==> src/rtl/board_engine.sv <==
`default_nettype none
// board_engine: tic-tac-toe board datapath (board, player, turn timer, random move, win/tie).
// Revision 1.0
module board_engine #(
  parameter int TURN_CYCLES = 500000000,
  parameter int TIMER_W     = 29
) (
  input  logic        clk,
  input  logic        rst,
  input  logic        NewGame,
  input  logic        Time,
  input  logic        ValidatePlay,
  input  logic        PlayRandom,
  input  logic        ChangeTurn,
  input  logic [3:0]  cell_sel,
  input  logic        confirm,
  output logic        TimeOut,
  output logic        Ready,
  output logic        V,
  output logic        Player,
  output logic        Win,
  output logic        Tie,
  output logic        win_player,
  output logic [17:0] board
);

  localparam logic [TIMER_W-1:0] C_LAST = TIMER_W'(TURN_CYCLES - 1);
  localparam logic [11:0] C_LINES [8] = '{
    {4'd0, 4'd1, 4'd2}, {4'd3, 4'd4, 4'd5}, {4'd6, 4'd7, 4'd8},
    {4'd0, 4'd3, 4'd6}, {4'd1, 4'd4, 4'd7}, {4'd2, 4'd5, 4'd8},
    {4'd0, 4'd4, 4'd8}, {4'd2, 4'd4, 4'd6}};

  logic [17:0]        r_board;
  logic               r_player, r_timeout, r_ready, r_v, r_win, r_tie, r_win_p;
  logic               r_armed;
  logic [TIMER_W-1:0] r_count;
  logic [3:0]         r_lfsr;
  logic               r_sync1, r_sync2, r_conf_q;

  logic [1:0]  w_cell [9];
  logic [15:0] w_empty;
  logic        w_full, w_win, w_win_p;
  logic [3:0]  w_a, w_b, w_c;
  logic [3:0]  w_start, w_idx, w_rnd_idx, w_wr_idx;
  logic [4:0]  w_sum;
  logic        w_rnd_found, w_sel_ok, w_commit_ok, w_we, w_rise;
  logic [1:0]  w_code;

  genvar gi;
  for (gi = 0; gi < 9; gi++) begin : g_cell
    assign w_cell[gi]  = r_board[2*gi +: 2];
    assign w_empty[gi] = (r_board[2*gi +: 2] == 2'b00);
  end
  // Upper bits pad the empty map so cell_sel 9..15 reads as occupied.
  assign w_empty[15:9] = '0;
  assign w_full        = ~|w_empty[8:0];

  always_comb begin
    w_win   = 1'b0;
    w_win_p = 1'b0;
    w_a     = '0;
    w_b     = '0;
    w_c     = '0;
    for (int l = 0; l < 8; l++) begin
      w_a = C_LINES[l][11:8];
      w_b = C_LINES[l][7:4];
      w_c = C_LINES[l][3:0];
      if (!w_win && !w_empty[w_a] && (w_cell[w_a] == w_cell[w_b]) && (w_cell[w_a] == w_cell[w_c])) begin
        w_win   = 1'b1;
        w_win_p = w_cell[w_a][1];
      end
    end
  end

  // Random pick: scan forward from the LFSR-derived start with wrap modulo 9.
  assign w_start = (r_lfsr < 4'd9) ? r_lfsr : (r_lfsr - 4'd9);

  always_comb begin
    w_rnd_found = 1'b0;
    w_rnd_idx   = '0;
    w_sum       = '0;
    w_idx       = '0;
    for (int k = 0; k < 9; k++) begin
      w_sum = {1'b0, w_start} + 5'(k);
      w_idx = (w_sum >= 5'd9) ? 4'(w_sum - 5'd9) : w_sum[3:0];
      if (!w_rnd_found && w_empty[w_idx]) begin
        w_rnd_found = 1'b1;
        w_rnd_idx   = w_idx;
      end
    end
  end

  assign w_commit_ok = ~r_win & ~r_tie;
  assign w_sel_ok    = (cell_sel <= 4'd8) && w_empty[cell_sel];
  assign w_code      = {r_player, ~r_player};
  assign w_rise      = r_sync2 & ~r_conf_q;

  always_comb begin
    w_we     = 1'b0;
    w_wr_idx = cell_sel;
    if (ValidatePlay) begin
      w_we = w_commit_ok & w_sel_ok;
    end else if (PlayRandom) begin
      w_we     = w_commit_ok & w_rnd_found;
      w_wr_idx = w_rnd_idx;
    end
  end

  always_ff @(posedge clk or negedge rst) begin
    if (!rst) begin
      r_board   <= '0;
      r_player  <= 1'b0;
      r_timeout <= 1'b0;
      r_ready   <= 1'b0;
      r_v       <= 1'b0;
      r_win     <= 1'b0;
      r_tie     <= 1'b0;
      r_win_p   <= 1'b0;
      r_armed   <= 1'b0;
      r_count   <= '0;
      r_lfsr    <= 4'b0001;
      r_sync1   <= 1'b0;
      r_sync2   <= 1'b0;
      r_conf_q  <= 1'b0;
    end else begin
      r_lfsr   <= {r_lfsr[2:0], r_lfsr[3] ^ r_lfsr[2]};
      r_sync1  <= confirm;
      r_sync2  <= r_sync1;
      r_conf_q <= r_sync2;

      if (NewGame) begin
        r_board   <= '0;
        r_player  <= 1'b0;
        r_timeout <= 1'b0;
        r_ready   <= 1'b0;
        r_v       <= 1'b0;
        r_win     <= 1'b0;
        r_tie     <= 1'b0;
        r_win_p   <= 1'b0;
        r_armed   <= 1'b0;
        r_count   <= '0;
      end else begin
        for (int i = 0; i < 9; i++) begin
          if (w_we && (w_wr_idx == 4'(i))) r_board[2*i +: 2] <= w_code;
        end
        if (ValidatePlay || PlayRandom) r_v <= w_we;
        else if (ChangeTurn)            r_v <= 1'b0;

        if (ChangeTurn) r_player <= ~r_player;

        if (ValidatePlay || ChangeTurn) r_ready <= 1'b0;
        else if (w_rise)                r_ready <= 1'b1;

        // While armed TimeOut is already 0, so ChangeTurn only matters when idle.
        if (Time) begin
          r_count   <= '0;
          r_armed   <= 1'b1;
          r_timeout <= 1'b0;
        end else if (r_armed) begin
          if (r_count == C_LAST) begin
            r_timeout <= 1'b1;
            r_armed   <= 1'b0;
          end else begin
            r_count <= r_count + 1'b1;
          end
        end else if (ChangeTurn) begin
          r_timeout <= 1'b0;
        end

        r_win   <= w_win;
        r_tie   <= w_full & ~w_win;
        r_win_p <= w_win_p;
      end
    end
  end

  assign board      = r_board;
  assign Player     = r_player;
  assign TimeOut    = r_timeout;
  assign Ready      = r_ready;
  assign V          = r_v;
  assign Win        = r_win;
  assign Tie        = r_tie;
  assign win_player = r_win_p;

endmodule
`default_nettype wire

==> config.mk <==
export PLATFORM = sky130hd
export DESIGN_NAME = board_engine
export DESIGN_NICKNAME = d
export VERILOG_FILES = /design/src/rtl/board_engine.sv
export SDC_FILE = /design/constraint.sdc
export NUM_CORES = 1
export LEC_CHECK = 0
export ABC_AREA = 0
export CAP_MARGIN = 0
export CORE_AREA = 4 4 127 129
export DETAILED_ROUTE_END_ITERATION = 12
export DIE_AREA = 0 0 131 133
export DONT_BUFFER_PORTS = 1
export PLACE_DENSITY = 0.67
export SLEW_MARGIN = 20
export SYNTH_ARGS = -nofsm -noshare
export SYNTH_HDL_FRONTEND = slang
export SYNTH_SLANG_ARGS = --single-unit
==> constraint.sdc <==
create_clock -name clk -period 9.25 [get_ports clk]
set_input_delay 1.85 -clock clk [delete_from_list [all_inputs] [get_ports clk]]
set_output_delay 1.85 -clock clk [all_outputs]
set_load 0.02 [all_outputs]
**Layout detail**

Region (40, 68) to (90, 118) um. Cells in grey, sequential cells in the stronger grey; small squares are vias.
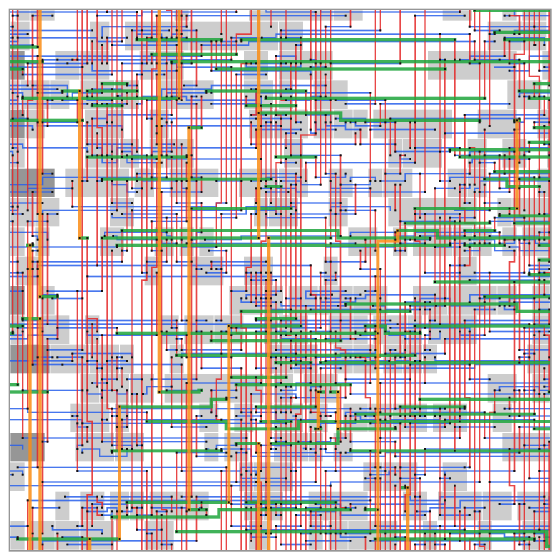
colour	layer
red	M2
orange	M4
blue	M1
green	M3
sequential cells in the window	0
most frequent	nor2_1 (20), nand2_1 (13), o21ai_0 (12)
cells with their middle in the window	176

**Supply network**

Scale: 4 px per um. Pins as bars on the die edge.
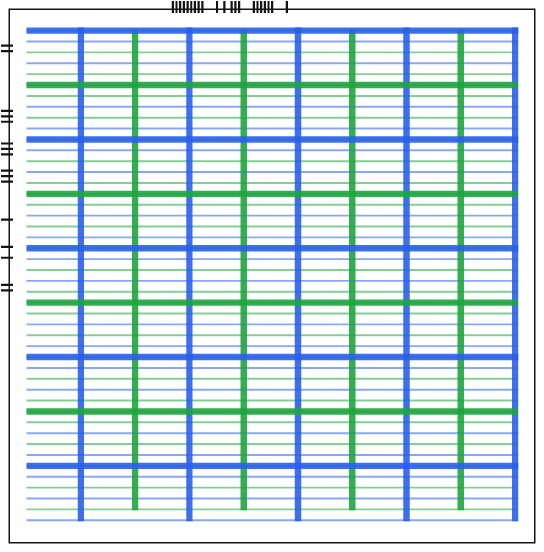
colour	net
blue	VSS
green	VDD
signal pins	37
met5 straps	9
Floorplan Core Area: 0.0150 mm2
peak supply drop: 119 uV

==> datasheet_impl.txt <==
Implementation parameters

Parameter                              Value

Route
  Uppermost layer routed .................. met4
  Antenna violation net count after detailed routing .................. 0
  Total Wirelength .................. 26.1 mm
  Routed wl met2 .................. about 12 mm

Global route
  Tot GR Track Use .................. 29.6%
  Grt met2 use .................. between 40 and 50%

Final timing
  Post-layout period usage .................. roughly four fifths
  Finish-stage setup viols .................. 0
  FMAX .................. 133 MHz

Power
  Static leakage .................. between 0.003 and 0.004 uW
  Net Sw Power .................. 182 uW

Floorplanning
  Site Rows .................. about 45
  Die outline height .................. 133 um

Outcome
  Outcome .................. finished clean

Cells and area
  Most used logic cell in the final layout .................. sky130_fd_sc_hd__nor2_1
  Multi-input gate share of the layout cell area .................. 69.9%

Clock network
  Number of hold-repair buffers added at the cts stage .................. 0

Worst setup path
  Category of the worst setup path capture point .................. register

Yosys
  Post-synthesis average cell area .................. 7.65 um2
  Adders+Majority by Area .................. under 10%
  Multiplexer area fraction after synthesis .................. under 10%
  Share of synthesized registers carrying an async set or reset .................. 100%
  Area fraction in compound gates after synthesis .................. 27.3%
**Placement view**

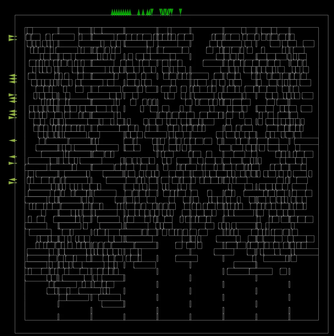
Fillers: 1450
final instance count without filler cells: 1129
layout sequential cell count: 62
number of tap cells added at floorplan: 188
register share of the cell area: 19.9%

==> per-stage QoR <==
stage               hold WS [ps]  total power [uW]  utilization, %  cell area [um2]
floorplan                    331               339               -             7440
global route                 379               726            51.9             7800
global placement             338               359            49.9             7490
detailed placement           337               360            49.9             7490
finish                       346               705            51.9             7800
CTS                          348               707            51.9             7800
==> worst max-delay path by stage <==
stage	start	end	slack, ps	cells past startpoint
6_report	r_lfsr[0]	board[0]	1710	18
2_1_floorplan	r_lfsr[0]	board[1]	3180	25
3_5_place_dp	r_lfsr[0]	board[0]	1990	18
3_3_place_gp	r_lfsr[0]	board[13]	2110	20
5_1_grt	r_lfsr[0]	board[0]	1220	18
4_1_cts	r_lfsr[0]	board[0]	1920	18
==> Yosys cell counts (all sizes together), types with 14 or more instances <==
master | n | share of area [%]
o211ai | 21 | 2.3
o31ai | 14 | 1.5
mux2i | 23 | 3.1
nand3 | 49 | 3.3
clkbuf | 33 | 1.7
xor2 | 20 | 2.4
dfrtp | 61 | 21
buf | 28 | 2.1
a21oi | 63 | 4.2
inv | 39 | 2.0
xnor2 | 26 | 3.7
nor3 | 39 | 2.6
or3 | 16 | 1.3
nor2 | 109 | 5.5
ha | 24 | 4.0
and3 | 14 | 1.2
nand2 | 74 | 3.7
o21ai | 51 | 3.5
o22ai | 19 | 1.9
a31oi | 23 | 1.9
nand4 | 15 | 1.3
==> power by group through the flow <==
stage | sequential, uW | clock (uW) | combinational [uW]
after floorplan | 287 | 0 | 51.9
after global placement | 291 | 0 | 68.7
after detailed placement | 291 | 0 | 69.0
after CTS | 286 | 351 | 69.4
after global routing | 287 | 363 | 76.4
final | 286 | 346 | 72.2
Power is estimated from default activity; no workload was simulated.
